$ cat src/rtl/display_scan_ctrl_if.sv
// Datapath-side and pin-side signals of the 7-segment scan controller.
// The master drives digits and controls; the slave (controller) drives the pins.
interface display_scan_ctrl_if #(
   parameter int N_DIG   = 4,
   parameter int PRESC_W = 16
);
   logic                 i_En;
   logic [PRESC_W-1:0]   i_Presc;
   logic [4*N_DIG-1:0]   i_Data;
   logic [N_DIG-1:0]     i_Dp;
   logic                 i_LzbEn;
   logic [N_DIG-1:0]     o_An;
   logic [6:0]           o_Seg;
   logic                 o_Dp;
   logic                 o_Frame;

   modport master (
      output i_En, i_Presc, i_Data, i_Dp, i_LzbEn,
      input  o_An, o_Seg, o_Dp, o_Frame
   );

   modport slave (
      input  i_En, i_Presc, i_Data, i_Dp, i_LzbEn,
      output o_An, o_Seg, o_Dp, o_Frame
   );
endinterface

$ cat src/rtl/display_scan_ctrl.sv
// Time-multiplexed common-anode 7-segment scanner: blank gap, per-digit dwell,
// hex decode, leading-zero blanking and a frame-end pulse. All outputs registered.
module display_scan_ctrl #(
   parameter int N_DIG     = 4,
   parameter int PRESC_W   = 16,
   parameter int BLANK_CYC = 8
) (
   input  logic               i_Clk,
   input  logic               i_Rst,
   display_scan_ctrl_if.slave bus
);
   localparam int                 IDX_W      = $clog2(N_DIG);
   localparam logic [PRESC_W-1:0] BLANK_LAST = PRESC_W'(BLANK_CYC - 1);
   localparam logic [IDX_W-1:0]   IDX_LAST   = IDX_W'(N_DIG - 1);

   typedef enum logic [1:0] {IDLE, BLANK, SHOW} state_t;

   state_t                      state, state_nxt;
   logic [IDX_W-1:0]            idx, idx_nxt;
   logic [PRESC_W-1:0]          timer, timer_nxt;
   logic [PRESC_W-1:0]          dwell, dwell_nxt;
   logic [N_DIG-1:0][3:0]       snap_data, snap_data_nxt;
   logic [N_DIG-1:0]            snap_dp, snap_dp_nxt;
   logic [N_DIG-1:0]            an, an_nxt, show_an;
   logic [6:0]                  seg, seg_nxt, show_seg;
   logic                        dp, dp_nxt, show_dp;
   logic                        frame, frame_nxt;
   logic [N_DIG-1:0]            hi_zero;
   logic                        zacc;

   function automatic logic [6:0] hex7(input logic [3:0] h);
      case (h)
         4'h0: return 7'h40;  4'h1: return 7'h79;  4'h2: return 7'h24;  4'h3: return 7'h30;
         4'h4: return 7'h19;  4'h5: return 7'h12;  4'h6: return 7'h02;  4'h7: return 7'h78;
         4'h8: return 7'h00;  4'h9: return 7'h10;  4'hA: return 7'h08;  4'hB: return 7'h03;
         4'hC: return 7'h46;  4'hD: return 7'h21;  4'hE: return 7'h06;
         default: return 7'h0E;
      endcase
   endfunction

   // hi_zero[k]: snapshot digits k..N_DIG-1 are all zero
   always_comb begin
      hi_zero = '0;
      zacc    = 1'b1;
      for (int k = N_DIG - 1; k >= 0; k--) begin
         zacc       = zacc && (snap_data[k] == 4'h0);
         hi_zero[k] = zacc;
      end
   end

   // Pin values for the current digit; blanking enable is taken live every cycle
   always_comb begin
      show_an      = '1;
      show_an[idx] = 1'b0;
      show_seg     = (bus.i_LzbEn && idx != '0 && hi_zero[idx]) ? 7'h7F : hex7(snap_data[idx]);
      show_dp      = ~snap_dp[idx];
   end

   always_comb begin
      state_nxt     = state;
      idx_nxt       = idx;
      timer_nxt     = timer;
      dwell_nxt     = dwell;
      snap_data_nxt = snap_data;
      snap_dp_nxt   = snap_dp;
      an_nxt        = '1;
      seg_nxt       = 7'h7F;
      dp_nxt        = 1'b1;
      frame_nxt     = 1'b0;
      if (!bus.i_En) begin
         state_nxt = IDLE;
         idx_nxt   = '0;
         timer_nxt = '0;
      end else begin
         case (state)
            IDLE: begin
               snap_data_nxt = bus.i_Data;
               snap_dp_nxt   = bus.i_Dp;
               idx_nxt       = '0;
               timer_nxt     = '0;
               state_nxt     = BLANK;
            end
            BLANK: begin
               if (timer == BLANK_LAST) begin
                  dwell_nxt = (bus.i_Presc == '0) ? PRESC_W'(1) : bus.i_Presc;
                  timer_nxt = '0;
                  state_nxt = SHOW;
                  an_nxt    = show_an;
                  seg_nxt   = show_seg;
                  dp_nxt    = show_dp;
               end else begin
                  timer_nxt = timer + PRESC_W'(1);
               end
            end
            SHOW: begin
               if (timer == dwell - PRESC_W'(1)) begin
                  timer_nxt = '0;
                  state_nxt = BLANK;
                  if (idx == IDX_LAST) begin
                     // frame boundary: fresh snapshot so a frame never tears
                     idx_nxt       = '0;
                     snap_data_nxt = bus.i_Data;
                     snap_dp_nxt   = bus.i_Dp;
                     frame_nxt     = 1'b1;
                  end else begin
                     idx_nxt = idx + IDX_W'(1);
                  end
               end else begin
                  timer_nxt = timer + PRESC_W'(1);
                  an_nxt    = show_an;
                  seg_nxt   = show_seg;
                  dp_nxt    = show_dp;
               end
            end
            default: state_nxt = IDLE;
         endcase
      end
   end

   always_ff @(posedge i_Clk or negedge i_Rst) begin
      if (!i_Rst) begin
         state     <= IDLE;
         idx       <= '0;
         timer     <= '0;
         dwell     <= '0;
         snap_data <= '0;
         snap_dp   <= '0;
         an        <= '1;
         seg       <= 7'h7F;
         dp        <= 1'b1;
         frame     <= 1'b0;
      end else begin
         state     <= state_nxt;
         idx       <= idx_nxt;
         timer     <= timer_nxt;
         dwell     <= dwell_nxt;
         snap_data <= snap_data_nxt;
         snap_dp   <= snap_dp_nxt;
         an        <= an_nxt;
         seg       <= seg_nxt;
         dp        <= dp_nxt;
         frame     <= frame_nxt;
      end
   end

   assign bus.o_An    = an;
   assign bus.o_Seg   = seg;
   assign bus.o_Dp    = dp;
   assign bus.o_Frame = frame;
endmodule

$ cat src/flat_wrapper.sv
// flat-port wrapper written by rule: the top's interface ports become plain ports
module display_scan_ctrl_flat 
#(
   parameter int N_DIG     = 4,
   parameter int PRESC_W   = 16,
   parameter int BLANK_CYC = 8
)
  (i_Clk, i_Rst, bus_i_En, bus_i_Presc, bus_i_Data, bus_i_Dp, bus_i_LzbEn, bus_o_An, bus_o_Seg, bus_o_Dp, bus_o_Frame);
  display_scan_ctrl_if #(.N_DIG(N_DIG), .PRESC_W(PRESC_W)) bus_i ();
  input  logic i_Clk;
  input  logic i_Rst;
  input wire logic [$bits(bus_i.i_En)-1:0] bus_i_En;
  input wire logic [$bits(bus_i.i_Presc)-1:0] bus_i_Presc;
  input wire logic [$bits(bus_i.i_Data)-1:0] bus_i_Data;
  input wire logic [$bits(bus_i.i_Dp)-1:0] bus_i_Dp;
  input wire logic [$bits(bus_i.i_LzbEn)-1:0] bus_i_LzbEn;
  output wire logic [$bits(bus_i.o_An)-1:0] bus_o_An;
  output wire logic [$bits(bus_i.o_Seg)-1:0] bus_o_Seg;
  output wire logic [$bits(bus_i.o_Dp)-1:0] bus_o_Dp;
  output wire logic [$bits(bus_i.o_Frame)-1:0] bus_o_Frame;
  assign bus_i.i_En = bus_i_En;
  assign bus_i.i_Presc = bus_i_Presc;
  assign bus_i.i_Data = bus_i_Data;
  assign bus_i.i_Dp = bus_i_Dp;
  assign bus_i.i_LzbEn = bus_i_LzbEn;
  assign bus_o_An = bus_i.o_An;
  assign bus_o_Seg = bus_i.o_Seg;
  assign bus_o_Dp = bus_i.o_Dp;
  assign bus_o_Frame = bus_i.o_Frame;
  display_scan_ctrl #(.N_DIG(N_DIG), .PRESC_W(PRESC_W), .BLANK_CYC(BLANK_CYC)) u_core (.i_Clk(i_Clk), .i_Rst(i_Rst), .bus(bus_i));
endmodule
$ cat config.mk
export PLATFORM = sky130hd
export DESIGN_NAME = display_scan_ctrl_flat
export DESIGN_NICKNAME = d
export VERILOG_FILES = /design/src/rtl/display_scan_ctrl_if.sv /design/src/rtl/display_scan_ctrl.sv /design/src/flat_wrapper.sv
export SDC_FILE = /design/constraint.sdc
export NUM_CORES = 1
export LEC_CHECK = 0
export CAP_MARGIN = 10
export CORE_AREA = 4 4 109 111
export DETAILED_ROUTE_END_ITERATION = 8
export DIE_AREA = 0 0 113 115
export PLACE_DENSITY_LB_ADDON = 0.08
export SYNTH_ARGS = -nofsm -noshare
export SYNTH_HDL_FRONTEND = slang
export SYNTH_SLANG_ARGS = --single-unit
$ cat constraint.sdc
create_clock -name i_Clk -period 6.81 [get_ports i_Clk]
set_input_delay 0.681 -clock i_Clk [delete_from_list [all_inputs] [get_ports i_Clk]]
set_output_delay 0.681 -clock i_Clk [all_outputs]
set_load 0.005 [all_outputs]
==> flow_summary_export.csv, run 1 <==
group,metric,value,unit
outcome,status,"complete, no violations",
setup_path,start_kind,"flip-flop",
synth,synth.area.top_cells,"sky130_fd_sc_hd__dfrtp_1 33%, sky130_fd_sc_hd__dfstp_2 7.3%, sky130_fd_sc_hd__mux2_1 5.2%, sky130_fd_sc_hd__ha_1 4.6%, sky130_fd_sc_hd__mux2_2 3.9%",
setup_path,critPathMaxFanout,20,
finish,diodes,0,
cts,numCtsBuffers,9,
synth,ys_area,4320,µm²
setup_path,cp_slowest_cell,"sky130_fd_sc_hd__o22ai_4",
synth,top_cell_area_share,0.330,
global_route,grt_overflow_total,0,
min_path,hold_class,"reg -> reg",
synth,netlist_instances,427,
timing,unrepaired_setup_endpoints_after_global_routing,"no",
synth,asyncSetResetFlopFracSynth,1.00,
floorplanning,io_pins,53,
detailed_routing,vias_post_dr,3365,
floorplanning,die_area,13000,µm²
finish,mostFrequentLayoutCells,"57 x sky130_fd_sc_hd__dfrtp_1, 51 x sky130_fd_sc_hd__clkdlybuf4s50_1, 42 x sky130_fd_sc_hd__nand2_1, 21 x sky130_fd_sc_hd__inv_1, 21 x sky130_fd_sc_hd__o21ai_1",
cts,post_cts_setup_repair_buffer_count,0,
setup_path,launching_point_of_the_worst_reg2reg_path,"u_core.dwell[0]",
cts,clockBufferDepth,2,
global_route,grt_first_pass_wirelength,16900,µm
setup_path,crit_arrival,3860,ps
detailed_routing,drt-wirelength-per-cell,16.7,µm
setup_path,cp-end-kind,"flip-flop",
place,place_congestion,0.874,
setup_path,crit_path_max_incr_delay,570,ps
finish,mi_logic_area,2370,µm²
timing,post-route-min-period,3610,ps
setup_path,cp.buffers_inverters,1,
finish,layout-area-overhead-vs-synth,17.9,%
cts,postCtsHoldBufs,0,
detailed_routing,totalWireLength,10200,µm
timing,timing_max_transition_violations_final,0,
power_and_ir_drop,design_power_total,1.46,mW
finish,register_area,1740,µm²
synth,synthesis.area_per_instance,10.1,µm²
global_route,global_route.usage.total,0.163,
timing,finalHoldViolCount,0,
setup_path,critPathLaunch,"u_core.dwell[0]",
timing,setup_violations,0,
synth,synth_cell_type_count,66,
power_and_ir_drop,power.density,287,nW/µm²
min_path,holdCritStartpoint,"u_core.snap_dp[0]",
finish,net_count_of_the_finished_layout,522,
place,dpl-instance-area,4910,µm²
cts,cts_max_level,3,
finish,final_layout_size_suffix_gt1_frac,0.134,
synth,cell_type_with_the_largest_total_area_after_synthesis,"sky130_fd_sc_hd__dfrtp_1",
place,number_of_placed_cells_counting_well_taps,595,
detailed_routing,routed_via_density,5.51,
synth,mappedNetlistArea,4320,µm²
finish,final_common_cell,"sky130_fd_sc_hd__dfrtp_1",
global_route,number_of_antenna_violations_at_the_first_check_in_global_routing,0,
synth,most_repeated_cell_in_the_gate_level_netlist_after_synthesis,"sky130_fd_sc_hd__dfrtp_1",
finish,filler_cell_count,1030,
synth,synth.yosys.num_cells,427,
setup_path,critPathRequiredTime,7060,ps
cts,clock_sink_count,69,
cts,clk_pin_slew,90,ps
setup_path,critPathKind,"reg -> reg",
synth,ys_ff,69,
job,timing.max_cap.violations,0,
finish,fin_cells,611,
timing,slew_headroom,0.420,
synth,postSynthNetCount,483,
global_route,grt_start_max_net_pins,70,
setup_path,crit_chain,"inv_1 -> ha_1 -> o21ba_1 -> a221o_1 -> a2111oi_0 -> a21boi_1 -> nand4_4 -> o22ai_4 -> mux2_1",
finish,final_cell_utilization_of_the_core,0.472,
place,half_perimeter_wire_length_after_detailed_placement,7310,µm
job,warnings,37,
synth,synth.cells.most_frequent,"57 x sky130_fd_sc_hd__dfrtp_1, 42 x sky130_fd_sc_hd__nand2_1, 21 x sky130_fd_sc_hd__inv_1, 21 x sky130_fd_sc_hd__o21ai_1",
setup_path,critical-path-top-delay-family,"AND-OR/OR-AND gates",
place,port_buffers,52,
detailed_routing,antenna_violating_nets_post_route,0,
timing,clock.fmax,277,MHz
cts,tritoncts,"yes",
floorplanning,fp_util,0.401,
timing,timing_worst_slew_pin_value,865,ps
detailed_routing,post-route-drc-count,0,
synth,count_of_flip_flops_with_a_built_in_enable_after_synthesis,0,
timing,final.period_utilization,0.531,
synth,synthesis.yosys.warnings,0,
synth,dominantRegCellSynth,"sky130_fd_sc_hd__dfrtp_1",
detailed_routing,drt_iter0_markers,159,
synth,ys_seq_share,0.403,
timing,tns,0,ps
cts,cts-root-buf,"sky130_fd_sc_hd__clkbuf_8",
-- run 1: per-stage QoR --
stage	setup slack (ps)	hold slack (ps)
CTS	3200	496
global route	2920	510
detailed placement	3220	476
floorplan	3770	385
finish	3200	490
global placement	3340	466
-- run 1: routing by layer --
layer / part of all wire / wire, µm / track usage / vias to the layer above
li1: - / - / - / 1653
met1: 0.51 / 5160 / 0.234 / 1637
met2: 0.44 / 4440 / 0.244 / 66
met3: 0.048 / 487 / 0.0400 / 9
met4: 0.0085 / 87 / 0.0521 / 0
met5: 0 / 0 / 0 / -
-- run 1: layout make-up --
class | instances | area share
Multi-Input combinational cell | 310 | 0.466
Sequential cell | 69 | 0.342
Timing Repair Buffer | 55 | 0.106
Tap cell | 140 | 0.0344
Clock buffer | 9 | 0.0243
Inverter | 21 | 0.0155
Clock inverter | 7 | 0.0123
-- run 1: path summary, 6_finish.rpt --
path / end / slack (ps) / depth (start not counted)
setup / recovery: u_core.snap_dp[0] / 3200 / 9
hold / removal: u_core.snap_dp[0] / 490 / 1
setup reg to reg: u_core.snap_dp[0] / 3200 / 9
hold reg to reg: u_core.snap_dp[0] / 490 / 1
max in group asynchronous: u_core.state[0] / 5740 / 2
min in group asynchronous: u_core.dwell[13] / 530 / 2
-- run 1: state kept, by name, summed over array words and instances (netlist names) --
register	cells
u_core.timer	16
u_core.snap_dp	4
u_core.dwell	16
u_core.bus.o_An	4
u_core.snap_data	16
u_core.bus.o_Dp	1
u_core.bus.o_Seg	7
u_core.bus.o_Frame	1
u_core.state	2
u_core.idx	2
-- run 1: cells by family (layout without fill, tap and decap cells) --
family / after synthesis / count (layout) / share of synthesized area
AND/OR/NAND/NOR: 140 / 140 / 0.174
adder cells (fa/ha/maj): 16 / 16 / 0.0463
flip-flops: 69 / 69 / 0.403
AND-OR/OR-AND: 86 / 86 / 0.153
buffers and inverters: 48 / 92 / 0.0478
XOR/XNOR: 22 / 22 / 0.0446
multiplexers: 46 / 46 / 0.131
-- run 1: power by group --
part | internal [mW] | switching (mW)
Combinational | 0.252 | 0.287
Clock | 0.140 | 0.184
Sequential | 0.525 | 0.0729
run_1/power_grid.png
Bar = 20 µm. Pins as bars on the die edge. Tap cells in gray.
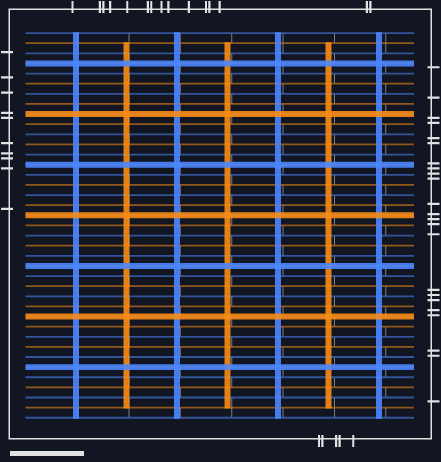
[blue] VSS
[orange] VDD
tap cells: 140
met5 straps: 7
rows: 38
Worst IR Drop VDD: 0.132 mV
chip height: 115 µm
Std-Cell Core Area: 10,800 µm²
die x size: 113 µm

run_1/placement_by_type.png
Bar = 20 µm.
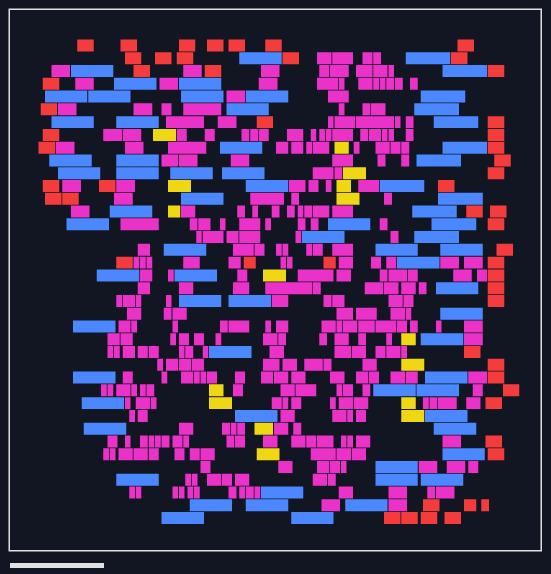
[magenta] combinational and other logic | cells: 331
[red] remaining buffers and delay cells | cells: 55
[yellow] clock drivers and dummy loads | cells: 16
[blue] sequential cells | cells: 69
area of all placed cells without fillers: 5090 µm²
standard-cell row count: 38

run_1/clk_routes.png
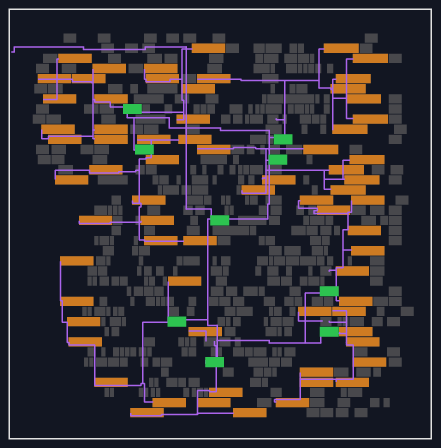
[green] clock drivers | count: 9
[orange] flip-flops | count: 69
[purple] clock wires | length: 1,020 µm
routed clock nets: 10
clock insertion delay at the later pin of the skew report: 360 ps
power share of the clock group: 0.222
power drawn by the clock network: 324 µW
worst-case clock skew: 16.8 ps

--- run 2 (diff from run 1) ---
Clock period 6.81 ns to 3.7 ns, I/O delays scaled along.
==> run 2 against run 1 <==
Compared with the run above: flip-flop count stayed put; combinational power up 88%; largest cell class unchanged; global-route usage up 0.34 points.
==> flow_summary_export.csv, run 2 <==
group,metric,value,unit
floorplanning,io_pins,53,
job,timing.max_cap.violations,0,
detailed_routing,detail_route.wirelength.met1,5060,µm
timing,timing_worst_slew_pin_value,811,ps
detailed_routing,topmost_layer_with_routed_signal_wires,"met4",
synth,postSynthNetCount,483,
outcome,status,"complete, no violations",
synth,ys_area,4320,µm²
power_and_ir_drop,power.ir.vdd_worst,0.259,mV
place,half_perimeter_wire_length_after_detailed_placement,7530,µm
floorplanning,std_cell_core_area,10800,µm²
synth,cell_type_with_the_largest_total_area_after_synthesis,"sky130_fd_sc_hd__dfrtp_1",
setup_path,cp-end-kind,"flip-flop",
setup_path,cp_slowest_cell,"sky130_fd_sc_hd__a2111oi_0",
synth,count_of_flip_flops_with_a_built_in_enable_after_synthesis,0,
timing,final.period_utilization,0.892,
detailed_routing,post-route-drc-count,0,
cts,clk_latency,360,ps
synth,asyncSetResetFlopFracSynth,1.00,
finish,final_layout_size_suffix_gt1_frac,0.141,
timing,post-route-min-period,3300,ps
global_route,grt_overflow_total,0,
synth,dominantRegCellSynth,"sky130_fd_sc_hd__dfrtp_1",
detailed_routing,vias_post_dr,3357,
floorplanning,fp.dieH,115,µm
synth,synth.area.top_cells,"sky130_fd_sc_hd__dfrtp_1 33%, sky130_fd_sc_hd__dfstp_2 7.3%, sky130_fd_sc_hd__mux2_1 5.2%, sky130_fd_sc_hd__ha_1 4.6%, sky130_fd_sc_hd__mux2_2 3.9%",
timing,finalClockSkew,14.7,ps
floorplanning,die-width,113,µm
finish,reg.largest.list,"u_core.dwell: 16 flops, u_core.snap_data: 16 flops, u_core.timer: 16 flops",
timing,clock.fmax,303,MHz
timing,slew_headroom,0.456,
synth,synth.cells.most_frequent,"57 x sky130_fd_sc_hd__dfrtp_1, 42 x sky130_fd_sc_hd__nand2_1, 21 x sky130_fd_sc_hd__inv_1, 21 x sky130_fd_sc_hd__o21ai_1",
synth,synthesis.yosys.warnings,0,
cts,postCtsHoldBufs,0,
floorplanning,fp_util,0.401,
detailed_routing,drt-wirelength-per-cell,16.5,µm
setup_path,rrSetupSlack,400,ps
cts,clockBufferDepth,2,
detailed_routing,detailroute.wirelength.met2,4430,µm
cts,cts_max_level,3,
setup_path,crit_arrival,3540,ps
synth,netlist_instances,427,
synth,synth_cell_type_count,66,
synth,synthesis.area_per_instance,10.1,µm²
[run 2: cell counts after synthesis]
No cell type changed its count.
[run 2: kinds of logic after synthesis]
kind of cell / synth area share
buf+inv: 0.0478
xor+xnor: 0.0446
mux: 0.131
flops: 0.403
simple gates: 0.174
compound gates: 0.153
fa+ha+maj: 0.0463
[run 2: worst max-delay path, delay by kind of cell (launching register included)]
| kind | cells | cell delay (ps) |
|---|---|---|
| AOI/OAI and AO/OA | 3 | 990 |
| and+or+nand+nor | 3 | 690 |
| DFF | 1 | 440 |
| buffers and inverters | 2 | 400 |
| muxes | 1 | 350 |
| adders and majority gates | 1 | 320 |
[run 2: layer usage]
layer / vias to the layer above / global-route usage
li1: 1656 / -
met4: 0 / 0.0489
met1: 1619 / 0.243
met5: - / 0
met3: 10 / 0.0453
met2: 72 / 0.242
[run 2: repair_timing]
item                                    4_1_cts  5_1_grt
setup buffers                                 0        0
endpoints found under the setup margin        0        2
gates resized                                 0        1
[run 2: path summary, 6_finish.rpt]
check	cells past startpoint	endpoint	from
max	10	u_core.snap_dp[1]	u_core.dwell[0]
min	1	u_core.dwell[10]	i_Rst
max reg2reg	10	u_core.snap_dp[1]	u_core.dwell[0]
min reg2reg	1	u_core.snap_dp[0]	u_core.snap_dp[0]
max in group asynchronous	2	u_core.timer[7]	i_Rst
min in group i_Clk	1	u_core.snap_dp[0]	u_core.snap_dp[0]
[run 2: final cells by class]
cell class                 instances  area [µm²]  area share
clock buffer                      10         138      0.0268
clock inverter                     6        70.1      0.0136
inverter                          21        78.8      0.0153
multi-input combinational        310        2380       0.463
sequential                        69        1740       0.339
tap                              140         175      0.0341
timing repair buffer              58         561       0.109
[run 2: metrics by stage]
| step | hold WS [ps] | power (mW) | setup slack, ps | std cells | utilization |
|---|---|---|---|---|---|
| after global placement | 429 | 2.10 | 398 | 598 | 0.457 |
| after detailed placement | 424 | 2.12 | 298 | 598 | 0.457 |
| after global routing | 74.8 | 2.95 | 83.3 | 614 | 0.476 |
| after CTS | 40.7 | 2.77 | 296 | 614 | 0.476 |
| after floorplan | 74.4 | 1.78 | 659 | 427 | - |
| final | 26.0 | 2.75 | 399 | 614 | 0.476 |
[run 2: where the power goes]
group / total (mW) / internal, mW / switching [mW] / leakage (nW)
clock network: 0.645 / 0.334 / 0.311 / 0.0955
registers: 1.10 / 0.967 / 0.128 / 0.869
logic: 1.01 / 0.474 / 0.533 / 1.11
total: 2.75 / 1.78 / 0.973 / 2.08
run_2/placement.png
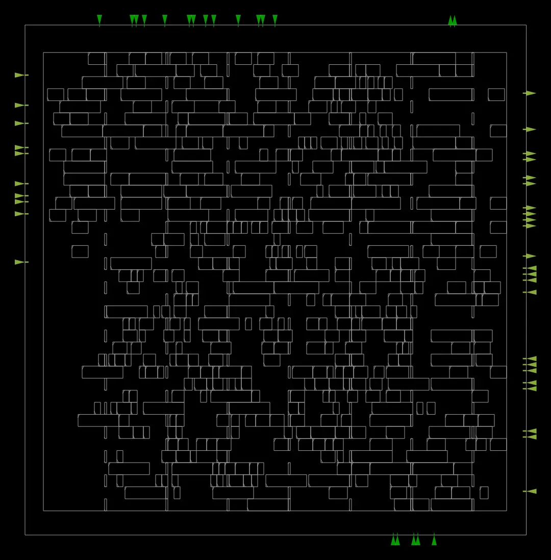
FF+latch count: 69
final cell utilization of the core: 0.476
total number of tap cells: 140
proportion of cell area occupied by registers: 0.339
Filler Cell Count: 1,011

run_2/placement_by_type.png
Bar = 20 µm.
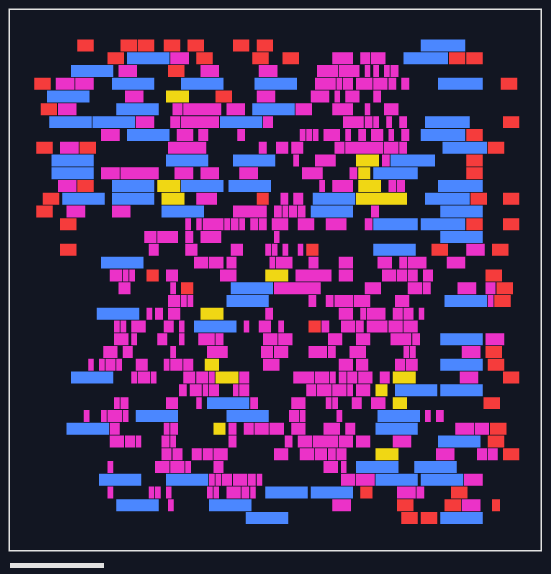
[blue] sequential cells | cells: 69
[magenta] combinational and other logic | cells: 331
[yellow] clock drivers and dummy loads | cells: 16
[red] remaining buffers and delay cells | cells: 58
area of all placed cells without fillers: 5140 µm²

Power figures rest on the tool's default switching activity, not on a simulated workload.
